Fig. 1: register map, names as in the netlist
Drawn at 4 px/um. Other sequential cells in the stronger grey, the rest of the logic in the fainter grey.
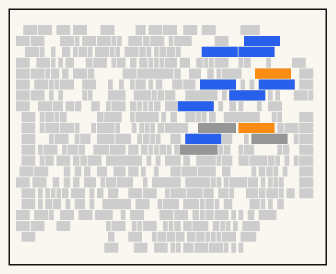
Fig. 2: a small window of the routed layout
Region (27, 7) to (52, 32) um. Cells in grey, sequential cells in the stronger grey; small squares are vias.
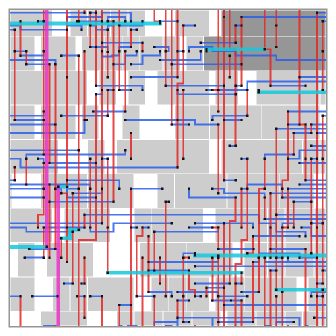
Fig. 3: congestion heat map
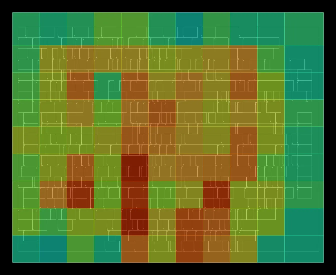
Fig. 4: I/O pins on the die edge
Drawn at 6 px/um. Pins as bars across the die edge, other pins in grey.
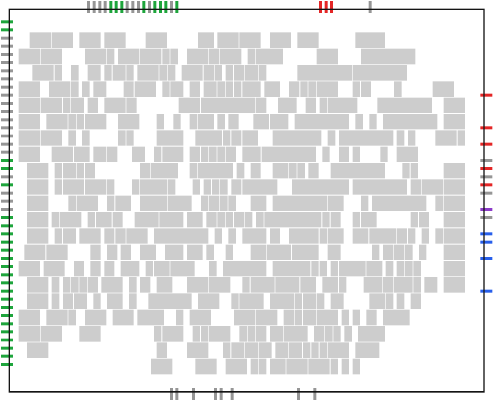
Fig. 5: gate families picked out
Drawn at 4 px/um.
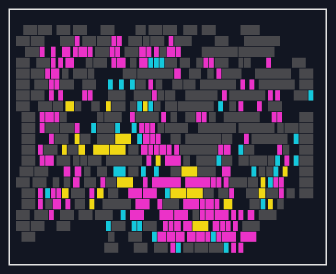
## config.mk

```make
export PLATFORM = sky130hd
export DESIGN_NAME = adder_arbiter
export DESIGN_NICKNAME = d
export VERILOG_FILES = /design/src/rtl/adder_arb_pkg.sv /design/src/rtl/adder_arbiter_rr_pick.sv /design/src/rtl/adder_arbiter.sv
export SDC_FILE = /design/constraint.sdc
export NUM_CORES = 1
export LEC_CHECK = 0
export ABC_AREA = 1
export CAP_MARGIN = 15
export CORE_ASPECT_RATIO = 0.8
export CORE_UTILIZATION = 38
export DETAILED_ROUTE_END_ITERATION = 16
export PLACE_DENSITY = 0.8
export SLEW_MARGIN = 20
export SYNTH_ARGS = -nofsm -noshare
export SYNTH_HDL_FRONTEND = slang
export SYNTH_SLANG_ARGS = --single-unit
```

## constraint.sdc

```tcl
create_clock -name clk -period 3.85 [get_ports clk]
set_clock_uncertainty 0.1 [all_clocks]
set_input_delay 0.385 -clock clk [delete_from_list [all_inputs] [get_ports clk]]
set_output_delay 0.385 -clock clk [all_outputs]
set_load 0.02 [all_outputs]
```

## src/rtl/adder_arb_pkg.sv

```systemverilog
// ============================================================================
// Module   : adder_arb_pkg
// Brief    : Shared defaults, id-width helper and FSM encoding for adder_arbiter
// Revision : 1.0
// ============================================================================
`default_nettype none

package adder_arb_pkg;

  localparam int C_N_REQ = 4;
  localparam int C_WIDTH = 8;

  // Keeps the index at least one bit wide for a single-requester build
  function automatic int id_w(input int n);
    return (n > 1) ? $clog2(n) : 1;
  endfunction

  localparam int C_ID_W = id_w(C_N_REQ);

  localparam logic [0:0] C_IDLE = 1'b0;
  localparam logic [0:0] C_BUSY = 1'b1;

endpackage

`default_nettype wire

```

## src/rtl/adder_arbiter_rr_pick.sv

```systemverilog
// ============================================================================
// Module   : rr_pick
// Brief    : Round-robin selector, searching upward from last_grant+1
// Revision : 1.0
// ============================================================================
`default_nettype none

module rr_pick #(
  parameter int N_REQ = 4,
  parameter int ID_W  = 2
) (
  input  logic [N_REQ-1:0] req_i,
  input  logic [ID_W-1:0]  last_grant_i,
  output logic [N_REQ-1:0] gnt_o,
  output logic [ID_W-1:0]  idx_o,
  output logic             any_o
);

  logic [ID_W-1:0] w_cand;

  always_comb begin
    gnt_o  = '0;
    idx_o  = '0;
    any_o  = 1'b0;
    w_cand = '0;
    for (int off = 1; off <= N_REQ; off++) begin
      w_cand = ID_W'((int'(last_grant_i) + off) % N_REQ);
      if (!any_o && req_i[w_cand]) begin
        any_o         = 1'b1;
        gnt_o[w_cand] = 1'b1;
        idx_o         = w_cand;
      end
    end
  end

endmodule

`default_nettype wire

```

## src/rtl/adder_arbiter.sv

```systemverilog
// ============================================================================
// Module   : adder_arbiter
// Brief    : N requesters share one adder through a round-robin grant
// Revision : 1.0
// ============================================================================
`default_nettype none

module adder_arbiter
  import adder_arb_pkg::*;
#(
  parameter int N_REQ = C_N_REQ,
  parameter int WIDTH = C_WIDTH,
  parameter int ID_W  = id_w(N_REQ)
) (
  input  logic                   clk,
  input  logic                   rst,
  input  logic [N_REQ-1:0]       req_valid,
  input  logic [N_REQ*WIDTH-1:0] req_a,
  input  logic [N_REQ*WIDTH-1:0] req_b,
  output logic [N_REQ-1:0]       req_ready,
  output logic                   rsp_valid,
  output logic [ID_W-1:0]        rsp_id,
  output logic [WIDTH-1:0]       rsp_sum,
  input  logic                   rsp_ready
);

  logic [0:0]       state_q, state_d;
  logic [ID_W-1:0]  last_grant_q;
  logic [ID_W-1:0]  rsp_id_q;
  logic [WIDTH-1:0] rsp_sum_q;

  logic [N_REQ-1:0] w_gnt;
  logic [ID_W-1:0]  w_idx;
  logic             w_any;
  logic             w_en;
  logic             w_accept;
  logic [WIDTH-1:0] w_a, w_b, w_sum;

  rr_pick #(
    .N_REQ (N_REQ),
    .ID_W  (ID_W)
  ) u_rr_pick (
    .req_i        (req_valid),
    .last_grant_i (last_grant_q),
    .gnt_o        (w_gnt),
    .idx_o        (w_idx),
    .any_o        (w_any)
  );

  // Grants are only offered when the result slot is free or being drained
  assign w_en     = !rst && ((state_q == C_IDLE) || rsp_ready);
  assign w_accept = w_en && w_any;

  always_comb begin
    w_a = '0;
    w_b = '0;
    for (int i = 0; i < N_REQ; i++) begin
      if (w_idx == ID_W'(i)) begin
        w_a = req_a[i*WIDTH +: WIDTH];
        w_b = req_b[i*WIDTH +: WIDTH];
      end
    end
  end

  assign w_sum = w_a + w_b;

  always_ff @(posedge clk or posedge rst) begin
    if (rst) state_q <= C_IDLE;
    else     state_q <= state_d;
  end

  always_comb begin
    state_d = state_q;
    case (state_q)
      C_IDLE:  if (w_accept) state_d = C_BUSY;
      C_BUSY:  if (rsp_ready && !w_accept) state_d = C_IDLE;
      default: state_d = C_IDLE;
    endcase
  end

  always_comb begin
    rsp_valid = (state_q == C_BUSY);
    req_ready = w_en ? w_gnt : '0;
    rsp_id    = rsp_id_q;
    rsp_sum   = rsp_sum_q;
  end

  always_ff @(posedge clk or posedge rst) begin
    if (rst) begin
      last_grant_q <= ID_W'(N_REQ - 1);
      rsp_id_q     <= '0;
      rsp_sum_q    <= '0;
    end else if (w_accept) begin
      last_grant_q <= w_idx;
      rsp_id_q     <= w_idx;
      rsp_sum_q    <= w_sum;
    end
  end

endmodule

`default_nettype wire

```

==> run_results.csv <==
group,metric,value,unit
synthesis,synth.area.top_cells,"nand2_1 20%, dfrtp_1 15%, ha_1 9.1%, inv_1 6.9%, o21ai_0 5.0%",
clocking,cts_buffers,3,
drt,first_pass_iters,4,
flow_run,drv_cap,0,
clocking,cts_htree_levels,1,
floorplanning,core,4360,um2
clocking,clock_latency,0.25,ns
synthesis,floorplan.nets,367,
worst_setup_path,cp_top_family,"simple AND/OR/NAND/NOR gates",
flow_run,warning_count,31,
synthesis,top_cell,"nand2_1",
drt,drt_drc_violations_left,0,
worst_setup_path,arrival,3.67,ns
worst_setup_path,path_depth,24,
global_routing,track_usage,21.3,%
floorplanning,die_area,5010,um2
worst_setup_path,reg2reg_from,"last_grant_q[1]$_DFFE_PP1P_",
drt,ant_nets,0,
synthesis,numSynthFlops,13,
worst_setup_path,reg2reg_depth,24,
worst_setup_path,crit_chain,"inv_1 > ha_4 > inv_1 > nand3_2 > nand2_1 > nor2_2 > nor2_4 > buf_4 > a21oi_4 > nor2_4 > clkbuf_2 > nand2_1 > nand4_1 > o21ai_0 > inv_1 > ha_1 > buf_4 > a21oi_1 > and2_4 > nor2_1 > o21ai_0 > nand2_1 > xnor2_2 > o21ai_1",
floorplanning,io_pins,86,
global_routing,grt_pass1_vias,1952,
clocking,clock_sinks,13,
timing,tightestPinTransition,0.512,ns
timing,finalSetupViolCount,0,
floorplanning,fp.dieW,78.9,um
synthesis,yosys_warnings,0,
placed_design,placed_area,2790,um2
synthesis,synthTopLogicFamily,"simple AND/OR/NAND/NOR gates",
timing,relSlewSlack,65.9,%
floorplanning,fp_util,41.2,%
synthesis,synth_seq_share,18.2,%
status,run_status,"completed",
worst_setup_path,critPathRequiredTime,3.86,ns
synthesis,aoi_share,14.8,%
synthesis,edf_count,0,
synthesis,syn_area,1800,um2
synthesis,simple_gate_share,44.2,%
worst_setup_path,startpoint_type,"flop",
synthesis,yosys_area,1800,um2
worst_setup_path,crit_slowest_cell,"dfstp_2",
synthesis,syn_inst,282,
clocking,cts_root_buffer,"clkbuf_8",
timing,final_hold_viol_count,0,
global_routing,grt_pass1_wl,8590,um
worst_setup_path,cp.buffers_inverters,6,
min_path,hold_path.class,"input pin to async pin",
synthesis,synthMuxAreaShare,0,%
drt,vias,2236,
synthesis,yosysTopAreaCell,"nand2_1",
synthesis,netlist_top_cells_count,"98 x nand2_1, 33 x inv_1, 18 x o21ai_0",
placed_design,routabilityCongestion,0.880,
synthesis,ff_type,"dfrtp_1",
timing,max_freq,274,MHz
drt,totalWireLength,5810,um
Back to the opening pictures, Fig. 1:
[blue] rsp_sum | sequential cells: 8
[orange] rsp_id | sequential cells: 2

Back to the opening pictures, Fig. 2:
[blue] metal 1
[magenta] metal 4
[cyan] metal 3
[red] metal 2
most frequent: nand2_1 (15)
sequential cells in the window: 2
netlist names of flops here include: last_grant_q (1), rsp_sum (1)
cells with their middle in the window: 63

Back to the opening pictures, Fig. 3:
final core occ: 69.6%
met2 usage: 33.3%

Back to the opening pictures, Fig. 4:
[red] rsp_sum | pins: 8 | direction: output | edge: 5 east, 3 north
[blue] req_ready | pins: 4 | direction: output | edge: east
[purple] rsp_valid | pins: 1 | direction: output | edge: east
[green] req_a | pins: 32 | direction: input | edge: 24 west, 8 north
all pins by edge: 43 west, 21 north, 14 east, 8 south

Back to the opening pictures, Fig. 5:
[cyan] inv cells | cells: 36
[magenta] nand cells | cells: 139 | where: widely spread
[yellow] nor cells | cells: 23
most used logic cell in the final layout: nand2_1
combinational share of cell area: 45.6%

-- stage by stage --
stage | hold slack, ns | cells | setup slack, ns
3_5_place_dp | 0.365 | 432 | -0.133
5_1_grt | 0.412 | 447 | -0.0459
3_3_place_gp | 0.363 | 432 | -0.00507
6_report | 0.369 | 447 | 0.199
4_1_cts | 0.379 | 437 | 0.0381
2_1_floorplan | 0.166 | 282 | 0.0244
-- final cells by class --
| class | count | area, um2 |
|---|---|---|
| Tap cell | 57 | 71.3 |
| Sequential cell | 13 | 328 |
| Fill cell | 381 | 1330 |
| Inverter | 36 | 140 |
| Multi-Input combinational cell | 227 | 1380 |
| Timing Repair Buffer | 110 | 1070 |
| Clock buffer | 4 | 45.0 |
-- repair_timing --
action | 4_1_cts | 5_1_grt
pin swaps | 0 | 11
hold endpoints to repair | 0 | 0
setup endpoints to repair | 1 | 3
buffers inserted | 1 | 8
hold buffers | 0 | 0
gates resized | 3 | 20
gates cloned | 0 | 2
-- metal layers --
metal  track usage (%)  share of wire, %  vias up
met1              31.0                46      984
li1                  -                 -     1142
met3              2.75               6.5       11
met2              33.3                46       99
met4              5.00               1.9        0
met5                 0                 0        -
-- state kept, by name, summed over array words and instances, names as in the netlist --
name	flops
rsp_sum	8
last_grant_q	2
rsp_id	2
rsp_valid	1
